$ cat config.mk
export PLATFORM = sky130hd
export DESIGN_NAME = urng_taus_src
export DESIGN_NICKNAME = d
export VERILOG_FILES = /design/src/rtl/urng_taus_src.sv
export SDC_FILE = /design/constraint.sdc
export NUM_CORES = 1
export LEC_CHECK = 0
export CORE_ASPECT_RATIO = 1.4
export CORE_MARGIN = 2
export CORE_UTILIZATION = 61
export DETAILED_ROUTE_END_ITERATION = 8
export PLACE_DENSITY = 0.81
export SLEW_MARGIN = 20
export SYNTH_ARGS = -nofsm -noshare
export SYNTH_HDL_FRONTEND = slang
export SYNTH_SLANG_ARGS = --single-unit
$ cat constraint.sdc
create_clock -name clk -period 3.9 [get_ports clk]
set_input_delay 0.78 -clock clk [delete_from_list [all_inputs] [get_ports clk]]
set_output_delay 0.78 -clock clk [all_outputs]
set_load 0.01 [all_outputs]
$ cat src/rtl/urng_taus_src.sv
// urng_taus_src: two taus88 generators with runtime seed shadow, warm-up and a valid/ready sample register.
// Optional build macro URNG_SAMPLE_CNT_EN adds the sample_cnt handshake counter output.
module urng_taus_src #(
  parameter int unsigned WARMUP_CYCLES = 16,
  parameter logic [95:0] SEED_A        = 96'h0000_3039_0000_D431_0001_E240,
  parameter logic [95:0] SEED_B        = 96'h1234_5678_89AB_CDEF_0F1E_2D3C
) (
  input  logic        clk,
  input  logic        reset,
  input  logic        en,
  input  logic        seed_we,
  input  logic [2:0]  seed_addr,
  input  logic [31:0] seed_data,
  input  logic        seed_load,
  input  logic        out_ready,
  output logic        out_valid,
  output logic [47:0] u0,
  output logic [15:0] u1,
  output logic        busy
`ifdef URNG_SAMPLE_CNT_EN
  ,
  output logic [31:0] sample_cnt
`endif
);

  localparam int unsigned CNT_W   = 8;
  localparam int unsigned STATE_W = 96;

  typedef enum logic {ST_WARM, ST_RUN} state_e;

  // One taus88 step of a {s1,s2,s3} state vector.
  function automatic logic [STATE_W-1:0] taus_step(input logic [STATE_W-1:0] s);
    logic [31:0] s1, s2, s3, b;
    s1 = s[95:64];
    s2 = s[63:32];
    s3 = s[31:0];
    b  = ((s1 << 13) ^ s1) >> 19;
    s1 = ((s1 & 32'hFFFF_FFFE) << 12) ^ b;
    b  = ((s2 << 2) ^ s2) >> 25;
    s2 = ((s2 & 32'hFFFF_FFF8) << 4) ^ b;
    b  = ((s3 << 3) ^ s3) >> 11;
    s3 = ((s3 & 32'hFFFF_FFF0) << 17) ^ b;
    return {s1, s2, s3};
  endfunction

  function automatic logic [31:0] taus_out(input logic [STATE_W-1:0] s);
    return s[95:64] ^ s[63:32] ^ s[31:0];
  endfunction

  // Words below the generator's minimum would lock it up; fall back to the reset seed word.
  function automatic logic [STATE_W-1:0] legalise(input logic [STATE_W-1:0] sh,
                                                  input logic [STATE_W-1:0] dflt);
    logic [STATE_W-1:0] r;
    r = sh;
    if (sh[95:64] < 32'd2)  r[95:64] = dflt[95:64];
    if (sh[63:32] < 32'd8)  r[63:32] = dflt[63:32];
    if (sh[31:0]  < 32'd16) r[31:0]  = dflt[31:0];
    return r;
  endfunction

  state_e             state_q, state_d;
  logic [CNT_W-1:0]   cnt_q, cnt_d;
  logic [STATE_W-1:0] gen_a_q, gen_a_d, gen_b_q, gen_b_d;
  logic [STATE_W-1:0] shadow_a_q, shadow_a_d, shadow_b_q, shadow_b_d;
  logic               valid_q, valid_d;
  logic [47:0]        u0_q, u0_d;
  logic [15:0]        u1_q, u1_d;
  logic               busy_q, busy_d;
  logic [STATE_W-1:0] step_a, step_b;
  logic [31:0]        t_a, t_b;
  logic               handshake;

  assign step_a    = taus_step(gen_a_q);
  assign step_b    = taus_step(gen_b_q);
  assign t_a       = taus_out(step_a);
  assign t_b       = taus_out(step_b);
  assign handshake = valid_q & out_ready;

  // Next-state: shadow write, FSM step/handshake, then seed_load overrides everything.
  always_comb begin
    state_d    = state_q;
    cnt_d      = cnt_q;
    gen_a_d    = gen_a_q;
    gen_b_d    = gen_b_q;
    shadow_a_d = shadow_a_q;
    shadow_b_d = shadow_b_q;
    valid_d    = valid_q;
    u0_d       = u0_q;
    u1_d       = u1_q;

    if (seed_we) begin
      case (seed_addr)
        3'd0:    shadow_a_d[95:64] = seed_data;
        3'd1:    shadow_a_d[63:32] = seed_data;
        3'd2:    shadow_a_d[31:0]  = seed_data;
        3'd3:    shadow_b_d[95:64] = seed_data;
        3'd4:    shadow_b_d[63:32] = seed_data;
        3'd5:    shadow_b_d[31:0]  = seed_data;
        default: ;
      endcase
    end

    case (state_q)
      ST_WARM: begin
        valid_d = 1'b0;
        if (en) begin
          gen_a_d = step_a;
          gen_b_d = step_b;
          cnt_d   = cnt_q + CNT_W'(1);
          if (cnt_d == CNT_W'(WARMUP_CYCLES)) state_d = ST_RUN;
        end
      end
      ST_RUN: begin
        if (en && (!valid_q || out_ready)) begin
          gen_a_d = step_a;
          gen_b_d = step_b;
          valid_d = 1'b1;
          u0_d    = {t_a, t_b[31:16]};
          u1_d    = t_b[15:0];
        end else if (handshake) begin
          valid_d = 1'b0;
        end
      end
    endcase

    if (seed_load) begin
      gen_a_d = legalise(shadow_a_d, SEED_A);
      gen_b_d = legalise(shadow_b_d, SEED_B);
      valid_d = 1'b0;
      cnt_d   = '0;
      state_d = ST_WARM;
    end

    busy_d = (state_d != ST_RUN);
  end

  always_ff @(posedge clk or negedge reset) begin
    if (!reset) begin
      state_q    <= ST_WARM;
      cnt_q      <= '0;
      gen_a_q    <= SEED_A;
      gen_b_q    <= SEED_B;
      shadow_a_q <= SEED_A;
      shadow_b_q <= SEED_B;
      valid_q    <= 1'b0;
      u0_q       <= '0;
      u1_q       <= '0;
      busy_q     <= 1'b1;
    end else begin
      state_q    <= state_d;
      cnt_q      <= cnt_d;
      gen_a_q    <= gen_a_d;
      gen_b_q    <= gen_b_d;
      shadow_a_q <= shadow_a_d;
      shadow_b_q <= shadow_b_d;
      valid_q    <= valid_d;
      u0_q       <= u0_d;
      u1_q       <= u1_d;
      busy_q     <= busy_d;
    end
  end

  assign out_valid = valid_q;
  assign u0        = u0_q;
  assign u1        = u1_q;
  assign busy      = busy_q;

`ifdef URNG_SAMPLE_CNT_EN
  logic [31:0] sample_cnt_q, sample_cnt_d;

  // Completed handshakes since reset or the last seed_load; wraps naturally.
  always_comb begin
    sample_cnt_d = sample_cnt_q;
    if (handshake) sample_cnt_d = sample_cnt_q + 32'd1;
    if (seed_load) sample_cnt_d = '0;
  end

  always_ff @(posedge clk or negedge reset) begin
    if (!reset) sample_cnt_q <= '0;
    else        sample_cnt_q <= sample_cnt_d;
  end

  assign sample_cnt = sample_cnt_q;
`endif

endmodule

### Met1 routing, run 1

Supply wires on this layer in gray.
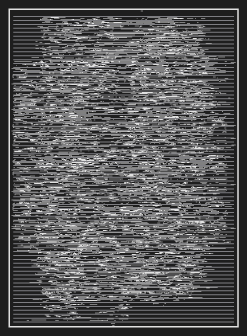
The wires run mostly horizontal. The layer holds 36% of the routed length.

### The metal 2 layer, run 1

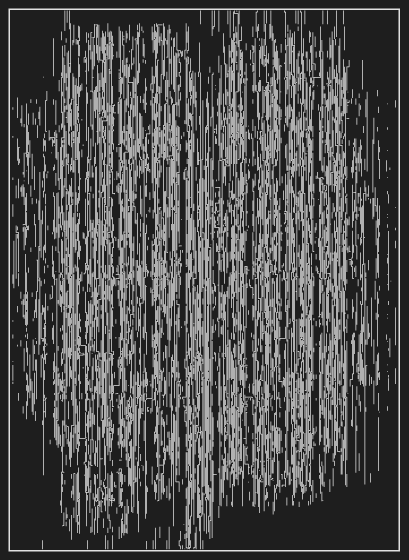
The longest straight run is 123 µm. The wires run mostly vertical. 1674 nets have wire on it. The layer carries 28.5 mm of wire. The layer holds 47% of the routed length.

==> impl_metrics.csv, run 1 <==
group,metric,value,unit
yosys,largest_family_of_logic_cells_by_area,"multiplexers",
timing,timing.final.crit_period,3.110,ns
yosys,compound_area_frac,0.07678,
critical_path,arrival,3.58,ns
routing,drc,0,
routing,mean_routed_wirelength_per_cell,25.74,µm
placement,place.gp.congestion,0.9864,
cells_and_area,layout.cells.non_filler,2340,
cells_and_area,layout.clock_buffers,54,
cells_and_area,most_instantiated_logic_cells_after_routing,"sky130_fd_sc_hd__dfrtp_1 (304), sky130_fd_sc_hd__nand2_1 (172), sky130_fd_sc_hd__mux2_2 (152)",
die,floorplanUtilization,0.6223,
cts,cts_max_level,2,
cts,cts.sinks,427,
critical_path,critPathMaxStageDelay,0.78,ns
pwr,ir_worst_vdd,0.5045,mV
critical_path,worst_setup_path_end_kind,"register",
critical_path,worstSetupStartpointType,"input port",
cells_and_area,regArea,10840,µm²
yosys,yosys-top-cells-area,"sky130_fd_sc_hd__dfrtp_1 (38%), sky130_fd_sc_hd__dfstp_2 (16%), sky130_fd_sc_hd__mux2_2 (8.5%)",
cells_and_area,layout_top_cell,"sky130_fd_sc_hd__dfrtp_1",
critical_path,timing.reg2reg.worst_path_depth,5,
cells_and_area,syn2layout_area_growth,15.42,%
critical_path,crit_slowest_cell,"sky130_fd_sc_hd__nor4_2",
yosys,yosys.stat.chipArea,20220,µm²
cts,cts-root-to-sink-buffers,3,
global_routing,grt_pass1_vias,14870,
yosys,synth-warning-count,0,
die,chip_area,34650,µm²
cells_and_area,largest_cell_class,"sequential cells",
routing,postRouteAntennaNets,0,
yosys,synth_area,20220,µm²
die,rows,78,
timing,sum_neg_setup_slack,0,ns
placement,detailedPlacementHpwl,42920,µm
yosys,post_synth_xor_area_fraction,0.09354,
yosys,synth_area_leader_cell,"sky130_fd_sc_hd__dfrtp_1",
yosys,edf_count,0,
cts,worst_skew_pair.late_latency,0.56,ns
cells_and_area,n_all_buffers,163,
global_routing,antenna_found_initial,1,
die,die_y,219.4,µm
global_routing,grt_first_pass_wirelength,90470,µm
cells_and_area,n_fill_cell,2256,
routing,drt-total-wl,60230,µm
critical_path,crit_end,"gen_b_q[85]",
yosys,synthTopCellsByCount,"sky130_fd_sc_hd__dfrtp_1 (304), sky130_fd_sc_hd__nand2_1 (172), sky130_fd_sc_hd__mux2_2 (152), sky130_fd_sc_hd__o21ai_0 (144), sky130_fd_sc_hd__xnor2_1 (133)",
die,dieWidth,157.9,µm
yosys,post_synth.cell_area_avg,11.40,µm²
critical_path,critical_path.most_common_cell,"sky130_fd_sc_hd__a21oi_1",
yosys,synth_top_cell_by_count,"sky130_fd_sc_hd__dfrtp_1",
timing,hold_slack,0.2820,ns
timing,final_min_period_over_clock_period,0.7975,
pwr,power_density,639.4,nW/µm²
flow_run,log.warning_count,35,
pwr,total_leakage_power,0.009835,µW
worst_hold_path,worstHoldPathType,"in2async",
yosys,most_used_flip_flop_cell_after_synthesis,"sky130_fd_sc_hd__dfrtp_1",
cells_and_area,antenna-diode-count,0,
cts,path_clk_slew,0.07,ns
die,well_tap_count,440,
timing,grt_setup_unrepaired,"false",
placement,detailed_place.area,21900,µm²
critical_path,setup.reg_to_reg.worst_slack,1.72,ns
cts,cts_resized,0,
critical_path,r2r-start,"state_q",
critical_path,worstSetupStartpoint,"seed_data[17]",
cells_and_area,seq_cells,427,
cells_and_area,num-nets-final,1911,
yosys,synth.cellmix.simpleShare,0.1083,
timing,relSlewSlack,0.2494,
cells_and_area,postLayoutCoreUtil,0.7183,
yosys,synth.yosys.num_cells,1774,
placement,portBuffers,105,
critical_path,timing_worst_setup_path_type,"in2reg",
yosys,postSynthCellCount,1774,
timing,max_slew.worst_pin.slew,1.126,ns
cts,cts_setup_buffers,0,
cts,clock-root-buffer,"sky130_fd_sc_hd__clkbuf_16",
timing,max_freq,0.3215,GHz
yosys,mux_share,0.1544,
die,floorplan.io_pins,107,
placement,placedCellCount,2266,
cells_and_area,nMultiInputCombCells,1211,
timing,final-hold-violation-count,0,
cells_and_area,comb-cell-share,0.3779,
cts,clock_tree_from_tritoncts,"yes",
cts,numCtsBuffers,40,
routing,via_per_inst,6.229,
yosys,synth-adder-area-share,0.001237,
cells_and_area,combGateArea,8822,µm²
routing,route.vias.total,14580,
global_routing,global_route.usage.total,0.3583,
routing,number_of_violations_reported_at_the_end_of_detailed_routing_iteration_0,1187,
yosys,synthDistinctLibCells,61,
cells_and_area,area_share_clock_buf_inv,0.06185,
timing,worst_clock_skew,0.01642,ns
global_routing,maximum_number_of_pins_on_one_net_before_global_route_repair,127,
critical_path,worstReg2RegEnd,"gen_b_q[26]",
cells_and_area,bufAreaShareNonClock,0.06823,
run_status,run_status,"completed",
yosys,synthArstFlopShare,1.000,
cts,post_cts_hold_buffer_count,0,
yosys,register_bit_total_from_synthesis,427,
yosys,syn-num-nets,1817,
timing,worst_setup_slack_final,0.7898,ns
cells_and_area,layout.non_clock_inverters,25,
cells_and_area,design_area,23340,µm²
critical_path,critical_path_fanouts_max,13,
timing,timing_max_transition_violations_final,0,
### Signal wires on met3, run 1

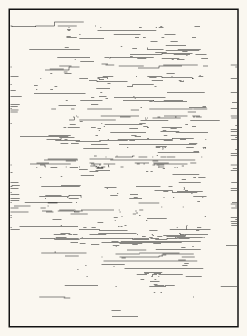
The wires run mostly horizontal. The layer carries 3760 µm of wire. The layer holds 6.3% of the routed length. The longest straight run is 64.9 µm.

==> run 1: per-layer routing <==
metal | vias up | GRT usage | wire [µm]
li1 | 6374 | - | -
met1 | 7262 | 0.4185 | 21550
met2 | 680 | 0.5701 | 28480
met3 | 258 | 0.05746 | 3762
met4 | 2 | 0.3139 | 6436
met5 | - | 0 | 8
==> run 1: report_power, final <==
group          total [µW]  internal [µW]  switching [µW]
registers            6540           5550             991
logic                4040           1780            2260
clock network        4340           2570            1770
total               14900           9910            5020
==> run 1: critical path, delay by kind of cell <==
family                 cells  cell delay, ns
AND/OR/NAND/NOR            3            1.39
buffers and inverters      1            0.69
AND-OR/OR-AND              2            0.70
### Clock wiring as the flow saved it, run 1

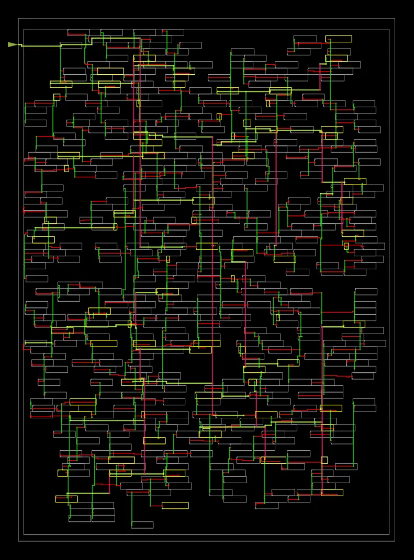

==> run 2: changes to the inputs <==
Settings changed: CORE_UTILIZATION 61 to 60, PLACE_DENSITY 0.81 to 0.8.
Clock period 3.9 ns to 3.26 ns, I/O delays scaled along.
### Clock wiring as the flow saved it, run 2

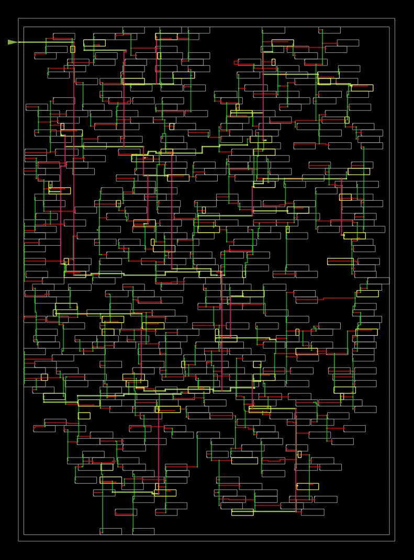
insertion delay of the later-clocked pin in the worst-skew pair: 0.57 ns
Flops: 427
sinks on the clock net: 427
number of buffers created by CTS: 41
Clock Skews: 0.02000 ns

### Signal wires on met3, run 2

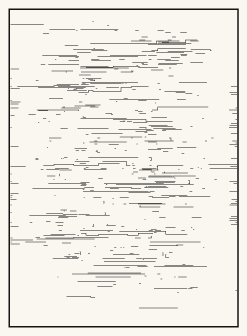
The wires run mostly horizontal. 259 nets have wire on it. The layer carries 3850 µm of wire.
via count of the routed design: 14560
Final Routed Wirelength: 61760 µm
met3 Use GR: 0.06129

==> impl_metrics.csv, run 2 <==
group,metric,value,unit
yosys,synthTopCellsByCount,"sky130_fd_sc_hd__dfrtp_1 (304), sky130_fd_sc_hd__nand2_1 (172), sky130_fd_sc_hd__mux2_2 (152), sky130_fd_sc_hd__o21ai_0 (144), sky130_fd_sc_hd__xnor2_1 (133)",
timing,final_min_period_over_clock_period,0.8378,
yosys,most_used_flip_flop_cell_after_synthesis,"sky130_fd_sc_hd__dfrtp_1",
yosys,yosys.stat.chipArea,20220,µm²
yosys,synth_largest_type_area_fraction,0.3761,
routing,met3_wirelength,3845,µm
routing,drc,0,
critical_path,setup.reg_to_reg.worst_slack,1.10,ns
critical_path,crit_slowest_cell,"sky130_fd_sc_hd__nor4_2",
critical_path,critical_path.most_common_cell,"sky130_fd_sc_hd__a311oi_1",
cells_and_area,combGateArea,8828,µm²
global_routing,global_route.usage.total,0.3551,
pwr,clkPwrFrac,0.276,
die,rows,79,
placement,place.gp.congestion,0.9435,
routing,number_of_violations_reported_at_the_end_of_detailed_routing_iteration_0,1382,
routing,postRouteAntennaNets,0,
cts,cts_setup_buffers,0,
yosys,mux_share,0.1544,
cells_and_area,comb-cell-share,0.3770,
pwr,share_comb_of_total_power,0.276,
cells_and_area,regArea,10840,µm²
cells_and_area,n_all_buffers,174,
die,dieWidth,159.2,µm
placement,portBuffers,105,
placement,worst_slack_placed,-0.2747,ns
yosys,synth_area_leader_cell,"sky130_fd_sc_hd__dfrtp_1",
pwr,powerComb,4840,µW
cells_and_area,layout_top_cell,"sky130_fd_sc_hd__dfrtp_1",
flow_run,log.warning_count,30,
die,chip_area,35210,µm²
yosys,compound_area_frac,0.07678,
cells_and_area,bufAreaShareNonClock,0.07474,
global_routing,globalRouteMet2Util,0.5769,
global_routing,antenna_found_initial,1,
pwr,ir_worst_vdd,0.4765,mV
critical_path,worstSetupStartpointType,"input port",
routing,routed-wl-met2,29540,µm
cells_and_area,share_of_the_final_layout_cell_area_in_sequential_cells,0.4628,
cts,clock_tree_from_tritoncts,"yes",
pwr,power_density,748.5,nW/µm²
yosys,synthDistinctLibCells,61,
pwr,power.share.sequential,0.448,
worst_hold_path,worstHoldPathType,"in2async",
placement,detailedPlacementHpwl,43880,µm
yosys,yosys-top-cells-area,"sky130_fd_sc_hd__dfrtp_1 (38%), sky130_fd_sc_hd__dfstp_2 (16%), sky130_fd_sc_hd__mux2_2 (8.5%)",
cells_and_area,design_area,23420,µm²
cts,path_clk_slew,0.06,ns
routing,wl_met1,22270,µm
placement,placedCellCount,2282,
pwr,total_leakage_power,0.009878,µW
cts,post_cts_hold_buffer_count,0,
pwr,powerSeq,7850,µW
cells_and_area,num-nets-final,1923,
global_routing,maximum_number_of_pins_on_one_net_before_global_route_repair,132,
global_routing,grt_pass1_vias,15090,
cts,cts-root-to-sink-buffers,3,
yosys,synth_top_cell_by_count,"sky130_fd_sc_hd__dfrtp_1",
timing,sum_neg_setup_slack,0,ns
pwr,powerClk,4840,µW
yosys,synthArstFlopShare,1.000,
placement,detailed_place.area,22060,µm²
yosys,synth-warning-count,0,
pwr,switching_power,5958,µW
yosys,post_synth_xor_area_fraction,0.09354,
pwr,p_int,11570,µW
yosys,edf_count,0,
flow_run,max_cap_viol_count,0,
routing,via_per_inst,6.175,
pwr,switching_share_of_power,0.3399,
cells_and_area,syn2layout_area_growth,15.79,%
global_routing,grt_first_pass_wirelength,93320,µm
yosys,postSynthCellCount,1774,
run_status,run_status,"completed",
timing,relSlewSlack,0.3786,
critical_path,timing.reg2reg.worst_path_depth,5,
cells_and_area,area_share_clock_buf_inv,0.05759,
critical_path,critPathMaxStageDelay,0.75,ns
cts,clock-root-buffer,"sky130_fd_sc_hd__clkbuf_16",
timing,final-hold-violation-count,0,
die,floorplan.io_pins,107,
yosys,post_synth.cell_area_avg,11.40,µm²
critical_path,critical_path_fanouts_max,8,
cells_and_area,nMultiInputCombCells,1211,
yosys,synth-adder-area-share,0.001237,
critical_path,arrival,3.21,ns
timing,timing.final.crit_period,2.731,ns
yosys,synth.yosys.num_cells,1774,
cells_and_area,layout.cells.non_filler,2358,
routing,mean_routed_wirelength_per_cell,26.19,µm
yosys,syn-num-nets,1817,
timing,grt_setup_unrepaired,"false",
die,die_y,221.2,µm
cts,cts_resized,0,
cells_and_area,layout-drive-gt1-share,0.2347,
global_routing,grt_use_met1,0.4141,
timing,timing_max_transition_violations_final,0,
critical_path,timing_worst_setup_path_type,"in2reg",
routing,top_layer,"met5",
critical_path,worst_setup_path_end_kind,"register",
yosys,largest_family_of_logic_cells_by_area,"multiplexers",
critical_path,r2r-start,"state_q",
yosys,synth.cellmix.simpleShare,0.1083,
global_routing,layer_with_the_highest_usage_after_global_routing,"met2",
timing,max_slew.worst_pin.slew,0.9321,ns
cells_and_area,n_fill_cell,2348,
critical_path,crit_end,"gen_a_q[67]",
die,well_tap_count,445,
timing,worst_setup_slack_final,0.5287,ns
timing,max_freq,0.3661,GHz
critical_path,worstReg2RegEnd,"gen_b_q[73]",
pwr,power.largest_group,"sequential cells",
cells_and_area,most_instantiated_logic_cells_after_routing,"sky130_fd_sc_hd__dfrtp_1 (304), sky130_fd_sc_hd__nand2_1 (172), sky130_fd_sc_hd__mux2_2 (152)",
die,floorplanUtilization,0.6090,
cells_and_area,antenna-diode-count,0,
cells_and_area,layout.non_clock_inverters,25,
cts,cts_max_level,2,
timing,hold_slack,0.06271,ns
critical_path,worstSetupStartpoint,"seed_data[27]",
yosys,register_bit_total_from_synthesis,427,
yosys,synth_area,20220,µm²
cells_and_area,layout.clock_buffers,67,
cells_and_area,postLayoutCoreUtil,0.7051,
cells_and_area,largest_cell_class,"sequential cells",
-- run 2: netlist changes by cell type in the layout (fill, tap and decap cells not counted), moves of 2 or more --
cell | previous run | this run
sky130_fd_sc_hd__clkbuf_16 | 41 | 44
sky130_fd_sc_hd__clkinvlp_4 | 3 | 1
sky130_fd_sc_hd__buf_4 | 50 | 55
sky130_fd_sc_hd__buf_12 | 8 | 14
sky130_fd_sc_hd__clkinv_1 | 2 | 0
sky130_fd_sc_hd__clkbuf_1 | 8 | 17
sky130_fd_sc_hd__bufinv_16 | 8 | 2
-- run 2: critical path, delay by kind of cell --
kind | cells | cell delay [ns]
buf+inv | 1 | 0.61
compound gates | 2 | 0.46
simple gates | 3 | 1.47
### The metal 2 layer, run 2

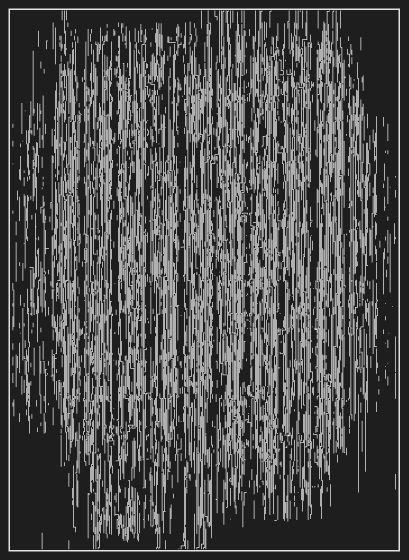

==> run 3: changes to the inputs <==
Settings changed: CORE_UTILIZATION 60 to 55, PLACE_DENSITY 0.8 to 0.77.
Clock period 3.26 ns to 2.5 ns, I/O delays scaled along.
### The metal 2 layer, run 3

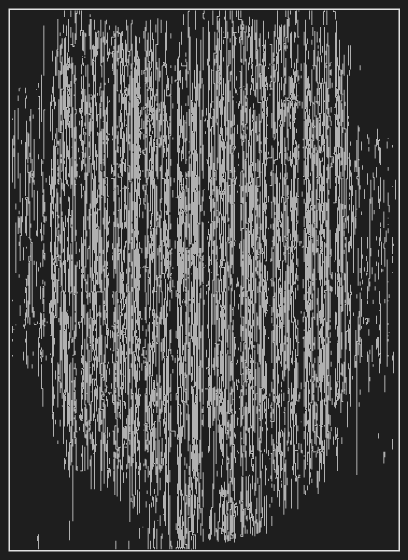
The layer carries 30.4 mm of wire. The longest straight run is 98.9 µm. The layer holds 48% of the routed length. 1695 nets have wire on it. The wires run mostly vertical.

### Met1 routing, run 3

Supply wires on this layer in gray.
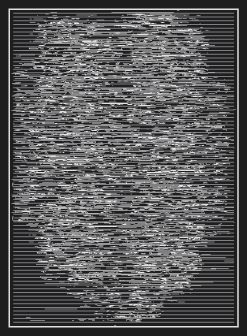
The longest straight run is 53.8 µm. 1849 nets have wire on it. The layer carries 23.2 mm of wire. The wires run mostly horizontal.

==> impl_metrics.csv, run 3 <==
group,metric,value,unit
yosys,synthDistinctLibCells,61,
routing,drc,0,
routing,mean_routed_wirelength_per_cell,26.11,µm
pwr,powerSeq,10200,µW
cells_and_area,combGateArea,8822,µm²
placement,detailedPlacementHpwl,46820,µm
cts,cts_resized,0,
pwr,ir_worst_vdd,0.6445,mV
timing,sum_neg_setup_slack,0,ns
yosys,synthTopCellsByCount,"sky130_fd_sc_hd__dfrtp_1 (304), sky130_fd_sc_hd__nand2_1 (172), sky130_fd_sc_hd__mux2_2 (152), sky130_fd_sc_hd__o21ai_0 (144), sky130_fd_sc_hd__xnor2_1 (133)",
die,die_y,230.9,µm
timing,worst_clock_skew,0.01170,ns
pwr,switching_share_of_power,0.3369,
routing,top_layer,"met5",
yosys,synth.cellmix.simpleShare,0.1083,
pwr,power.largest_group,"sequential cells",
cts,post_cts_hold_buffer_count,1,
cells_and_area,num-nets-final,1976,
cells_and_area,n_fill_cell,2653,
placement,detailed_place.area,22670,µm²
cells_and_area,postLayoutCoreUtil,0.6616,
yosys,syn-num-nets,1817,
pwr,p_int,15430,µW
cts,path_clk_slew,0.06,ns
pwr,total_leakage_power,0.01025,µW
timing,final-hold-violation-count,0,
yosys,post_synth_xor_area_fraction,0.09354,
yosys,yosys-top-cells-area,"sky130_fd_sc_hd__dfrtp_1 (38%), sky130_fd_sc_hd__dfstp_2 (16%), sky130_fd_sc_hd__mux2_2 (8.5%)",
timing,grt_setup_unrepaired,"false",
critical_path,critical-path-top-delay-family,"simple AND/OR/NAND/NOR gates",
flow_run,max_cap_viol_count,0,
critical_path,critPathMaxStageDelay,0.55,ns
pwr,clkPwrFrac,0.286,
yosys,synth-warning-count,0,
cts,cts-root-to-sink-buffers,3,
timing,max_slew.worst_pin.slew,0.7903,ns
yosys,synthArstFlopShare,1.000,
pwr,powerClk,6660,µW
cts,cts_max_level,2,
pwr,power_density,964.9,nW/µm²
die,floorplan.io_pins,107,
routing,route.vias.total,14760,
yosys,synth_area_leader_cell,"sky130_fd_sc_hd__dfrtp_1",
cts,numCtsBuffers,41,
routing,met3_wirelength,3507,µm
yosys,synth_top_cell_by_count,"sky130_fd_sc_hd__dfrtp_1",
yosys,compound_area_frac,0.07678,
global_routing,globalRouteMet2Util,0.5482,
routing,wl_met1,23210,µm
timing,timing_max_transition_violations_final,0,
critical_path,critical_path.most_common_cell,"sky130_fd_sc_hd__nor3_1",
yosys,synth.yosys.num_cells,1774,
pwr,share_comb_of_total_power,0.273,
placement,placedCellCount,2356,
global_routing,layer_with_the_highest_usage_after_global_routing,"met2",
global_routing,antenna_found_initial,2,
cells_and_area,design_area,24120,µm²
cells_and_area,layout.cells.non_filler,2434,
die,floorplanUtilization,0.5548,
cts,cts.sinks,427,
placement,portBuffers,105,
critical_path,critical_path_fanouts_max,14,
cts,worst_skew_pair.late_latency,0.56,ns
yosys,mux_share,0.1544,
yosys,synth-adder-area-share,0.001237,
yosys,post_synth.cell_area_avg,11.40,µm²
yosys,register_bit_total_from_synthesis,427,
cells_and_area,most_instantiated_logic_cells_after_routing,"sky130_fd_sc_hd__dfrtp_1 (304), sky130_fd_sc_hd__nand2_1 (172), sky130_fd_sc_hd__mux2_2 (152)",
timing,max_freq,0.4591,GHz
global_routing,grt_first_pass_wirelength,95120,µm
routing,routed-wl-met2,30390,µm
global_routing,grt_pass1_vias,15290,
routing,number_of_violations_reported_at_the_end_of_detailed_routing_iteration_0,1205,
global_routing,global_route.usage.total,0.3332,
yosys,synth_area,20220,µm²
routing,via_per_inst,6.062,
timing,final_min_period_over_clock_period,0.8713,
pwr,power.share.sequential,0.440,
yosys,most_used_flip_flop_cell_after_synthesis,"sky130_fd_sc_hd__dfrtp_1",
routing,postRouteAntennaNets,0,
run_status,run_status,"completed",
timing,worst_setup_slack_final,0.3217,ns
cells_and_area,layout-drive-gt1-share,0.2579,
placement,worst_slack_placed,-0.2456,ns
yosys,synth_largest_type_area_fraction,0.3761,
placement,place.gp.congestion,0.9387,
critical_path,worst_setup_path_end_kind,"register",
pwr,switching_power,7840,µW
global_routing,maximum_number_of_pins_on_one_net_before_global_route_repair,81,
cts,clock_tree_from_tritoncts,"yes",
timing,timing.final.crit_period,2.178,ns
cells_and_area,syn2layout_area_growth,19.25,%
critical_path,timing.critical_path.buf_inv,2,
routing,drt-total-wl,63550,µm
worst_hold_path,worstHoldPathType,"in2reg",
cts,cts_setup_buffers,0,
global_routing,grt_use_met1,0.3850,
yosys,largest_family_of_logic_cells_by_area,"multiplexers",
critical_path,crit_slowest_cell,"sky130_fd_sc_hd__clkdlybuf4s50_1",
cells_and_area,layout_top_cell,"sky130_fd_sc_hd__dfrtp_1",
die,rows,83,
timing,hold_slack,0.3292,ns
run 3: cell counts after synthesis:
Identical to the previous run, type by type.
run 3: cell type report:
class,count,area share
diodes,1,0.0001038
clock buffers,61,0.05074
clock inverters,15,0.008716
inverters,25,0.003995
multi-input cells,1211,0.3658
flip-flops and latches,427,0.4494
well taps,467,0.02423
repair buffers,227,0.09696
run 3: worst paths after layout:
check	startpoint	slack (ns)	to	cells after the start
setup / recovery	seed_data[26]	0.32	gen_b_q[5]	7
hold / removal	seed_load	0.33	state_q	2
setup reg to reg	shadow_a_q[90]	0.48	gen_a_q[76]	5
hold reg to reg	u0[12]	0.48	u0[12]	2
max in group asynchronous	reset	1.16	gen_b_q[19]	3
min in group asynchronous	reset	0.47	gen_a_q[28]	2
Power and IR drop assume default switching activity.
